### config.mk
export PLATFORM = sky130hd
export DESIGN_NAME = ivl_uvm_mbx_arb
export DESIGN_NICKNAME = d
export VERILOG_FILES = /design/src/rtl/ivl_uvm_mbx_arb.sv
export SDC_FILE = /design/constraint.sdc
export NUM_CORES = 1
export LEC_CHECK = 0
export CAP_MARGIN = 20
export CORE_MARGIN = 3
export CORE_UTILIZATION = 49
export DETAILED_ROUTE_END_ITERATION = 8
export PLACE_DENSITY = 0.85
export REMOVE_ABC_BUFFERS = 1
export SETUP_SLACK_MARGIN = 0.3
export SYNTH_ARGS = -nofsm -noshare
export SYNTH_HDL_FRONTEND = slang
export SYNTH_SLANG_ARGS = --single-unit
export TNS_END_PERCENT = 5
### constraint.sdc
create_clock -name clk -period 5.5 [get_ports clk]
set_input_delay 1.1 -clock clk [delete_from_list [all_inputs] [get_ports clk]]
set_output_delay 1.1 -clock clk [all_outputs]
set_load 0.005 [all_outputs]
### src/rtl/ivl_uvm_mbx_arb.sv
// Mailbox front end: round-robin arbitration of NUM_REQ producers into one
// first-word-fall-through FIFO, with the grant locked for multi-beat messages.
module ivl_uvm_mbx_arb #(
    parameter int NUM_REQ = 4,
    parameter int DATA_W  = 32,
    parameter int DEPTH   = 8,
    parameter int CNT_W   = $clog2(DEPTH + 1),
    parameter int ID_W    = $clog2(NUM_REQ)
) (
    input  logic                      clk,
    input  logic                      rst,
    input  logic [NUM_REQ-1:0]        req_valid,
    input  logic [NUM_REQ-1:0]        req_last,
    input  logic [NUM_REQ*DATA_W-1:0] req_data,
    output logic [NUM_REQ-1:0]        req_ready,
    output logic                      get_valid,
    output logic [DATA_W-1:0]         get_data,
    input  logic                      get_ready,
    output logic                      grant_valid,
    output logic [ID_W-1:0]           grant_id,
    output logic                      lock_active,
    output logic [CNT_W-1:0]          count,
    output logic                      full,
    output logic                      empty
);

    localparam int PTR_W = $clog2(DEPTH);

    typedef enum logic {
        S_IDLE,
        S_LOCKED
    } state_e;

    state_e            state_q, state_d;
    logic [ID_W-1:0]   rr_ptr_q, rr_ptr_d;
    logic [ID_W-1:0]   owner_q, owner_d;
    logic [PTR_W-1:0]  wr_ptr_q, wr_ptr_d;
    logic [PTR_W-1:0]  rd_ptr_q, rd_ptr_d;
    logic [CNT_W-1:0]  count_q, count_d;
    logic [DATA_W-1:0] mem [DEPTH];

    logic              cand_valid;
    logic [ID_W-1:0]   cand_id;
    logic [ID_W-1:0]   scan_idx;
    logic              push;
    logic              pop;
    logic [DATA_W-1:0] push_data;
    logic              push_last;

    function automatic logic [ID_W-1:0] inc_id(input logic [ID_W-1:0] id);
        if (int'(id) == NUM_REQ - 1) return '0;
        return id + ID_W'(1);
    endfunction

    // Scan from the highest offset down so the last hit is the first requester at or after rr_ptr.
    always_comb begin
        // NOTE: every always_comb output gets a default first so no path leaves it unassigned (no latch).
        cand_valid = 1'b0;
        cand_id    = '0;
        scan_idx   = '0;
        if (state_q == S_LOCKED) begin
            cand_valid = req_valid[owner_q];
            cand_id    = owner_q;
        end else begin
            for (int k = NUM_REQ - 1; k >= 0; k--) begin
                scan_idx = ID_W'((int'(rr_ptr_q) + k) % NUM_REQ);
                if (req_valid[scan_idx]) begin
                    cand_valid = 1'b1;
                    cand_id    = scan_idx;
                end
            end
        end
    end

    assign grant_valid = cand_valid;
    assign grant_id    = cand_valid ? cand_id : '0;
    assign full        = (count_q == CNT_W'(DEPTH));
    assign empty       = (count_q == '0);
    assign push        = grant_valid & ~full;
    assign pop         = ~empty & get_ready;

    // Explicit mux so an unselected producer's data or last flag can never leak through.
    always_comb begin
        req_ready = '0;
        push_data = '0;
        push_last = 1'b0;
        for (int i = 0; i < NUM_REQ; i++) begin
            if (grant_id == ID_W'(i)) begin
                req_ready[i] = grant_valid & ~full;
                push_data    = req_data[i*DATA_W +: DATA_W];
                push_last    = req_last[i];
            end
        end
    end

    always_comb begin
        state_d  = state_q;
        rr_ptr_d = rr_ptr_q;
        owner_d  = owner_q;
        if (push) begin
            if (state_q == S_IDLE) begin
                if (push_last) begin
                    rr_ptr_d = inc_id(grant_id);
                end else begin
                    state_d = S_LOCKED;
                    owner_d = grant_id;
                end
            end else if (push_last) begin
                state_d  = S_IDLE;
                rr_ptr_d = inc_id(owner_q);
            end
        end
    end

    always_comb begin
        wr_ptr_d = push ? wr_ptr_q + PTR_W'(1) : wr_ptr_q;
        rd_ptr_d = pop  ? rd_ptr_q + PTR_W'(1) : rd_ptr_q;
        count_d  = count_q;
        case ({push, pop})
            2'b10:   count_d = count_q + CNT_W'(1);
            2'b01:   count_d = count_q - CNT_W'(1);
            default: count_d = count_q;
        endcase
    end

    // NOTE: sequential state uses non-blocking assignments so every flop samples pre-edge values.
    always_ff @(posedge clk) begin
        if (rst) begin
            state_q  <= S_IDLE;
            rr_ptr_q <= '0;
            owner_q  <= '0;
            wr_ptr_q <= '0;
            rd_ptr_q <= '0;
            count_q  <= '0;
        end else begin
            state_q  <= state_d;
            rr_ptr_q <= rr_ptr_d;
            owner_q  <= owner_d;
            wr_ptr_q <= wr_ptr_d;
            rd_ptr_q <= rd_ptr_d;
            count_q  <= count_d;
        end
    end

    // NOTE: storage is deliberately not reset; get_data is masked while empty, so stale words never escape.
    always_ff @(posedge clk) begin
        if (push) mem[wr_ptr_q] <= push_data;
    end

    assign get_valid   = ~empty;
    assign get_data    = empty ? '0 : mem[rd_ptr_q];
    assign lock_active = (state_q == S_LOCKED);
    assign count       = count_q;

endmodule

Fig. 1: wire density map
The die is cut into 32 by 32 equal tiles; black is low, pale yellow is high, scaled to the fullest tile. Values are wire area over tile area, all layers added.
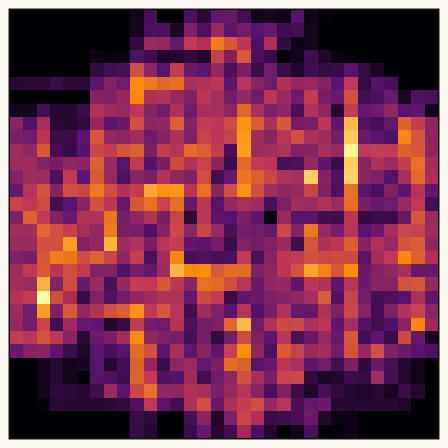
The mean over all tiles is 0.17. 21% of the tiles are over half the peak. The fullest tile reaches 0.52. 14% of the tiles are nearly empty. The emptiest ninth of the die: top left.
total global routing track utilization: 20.68%
vias after detailed routing: 7291
WL per Instance: 21.11 um
total wire length: 27120 um

Fig. 2: M3 wires
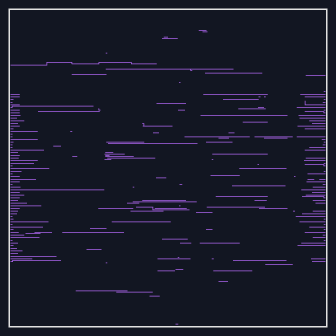
The longest straight run is 65.1 um. 169 nets have wire on it.
GRT met3 Usage: 4.055%

==> results.yml <==
# generated from flow reports
status:
  status: "finished clean"
cells_and_area:
  fin_area_sq_mm: 0.01516
  layout-area-overhead-vs-synth_pct: 27.44
  clock_area_share_pct: 6.246
  layout.area.comb_sq_mm: 0.003642
  ant_cells: 0
  largestClassByArea: "registers"
logic_synthesis:
  synth.yosys.seq_area_share_pct: 67.63
  synth.cellmix.simpleShare_pct: 7.298
  ys_cells: 761
worst_setup_path:
  crit_path_max_fanout: 24
grt:
  gr_peak_layer: "met2"
  groute.layer.met2.usage_pct: 35.61
  maximum_number_of_pins_on_one_net_before_global_route_repair: 68
route:
  route.met2.wl_um: 13580
  detail-route-antenna-nets: 0
floorplanning:
  dieArea_sq_mm: 0.02619
  core_area_sq_mm: 0.02368
final_timing:
  fmaxAchievable_mhz: 206.6
  report.final.hold_viol_count: 0
  timing.final.max_slew_violations: 0
  post-route-period-util_pct: 87.99
  max_slew_margin_pct: 34.21
  timing.clock.skew_ns: 0.007638
  finalCriticalPeriod_ns: 4.840
clock_network:
  cts.reportedPaths.clkPinSlew_ns: 0.06
pwr:
  totalPowerFinal_mw: 8.488
==> Yosys cell counts, types with 2 or more instances <==
cell type,number
xnor2_1,3
nor3b_1,2
clkbuf_1,33
nand2b_1,4
nor3_1,3
mux2i_1,35
nor2_1,49
nor4b_1,2
or3_1,2
buf_2,8
nand2_1,72
dfxtp_1,18
mux4_2,64
ha_1,10
xor2_1,3
o21ai_0,35
edfxtp_1,256
nand3b_1,32
inv_1,13
buf_1,10
a21oi_1,74
and2_1,6
a311oi_1,2
==> power breakdown <==
part           internal [mW]  switching, mW  total (mW)  leakage [nW]
registers               3.19          0.240        3.43          2.52
clock network           1.18          0.760        1.94         0.468
logic                   1.40           1.71        3.11          1.90
Power is estimated from default activity; no workload was simulated.
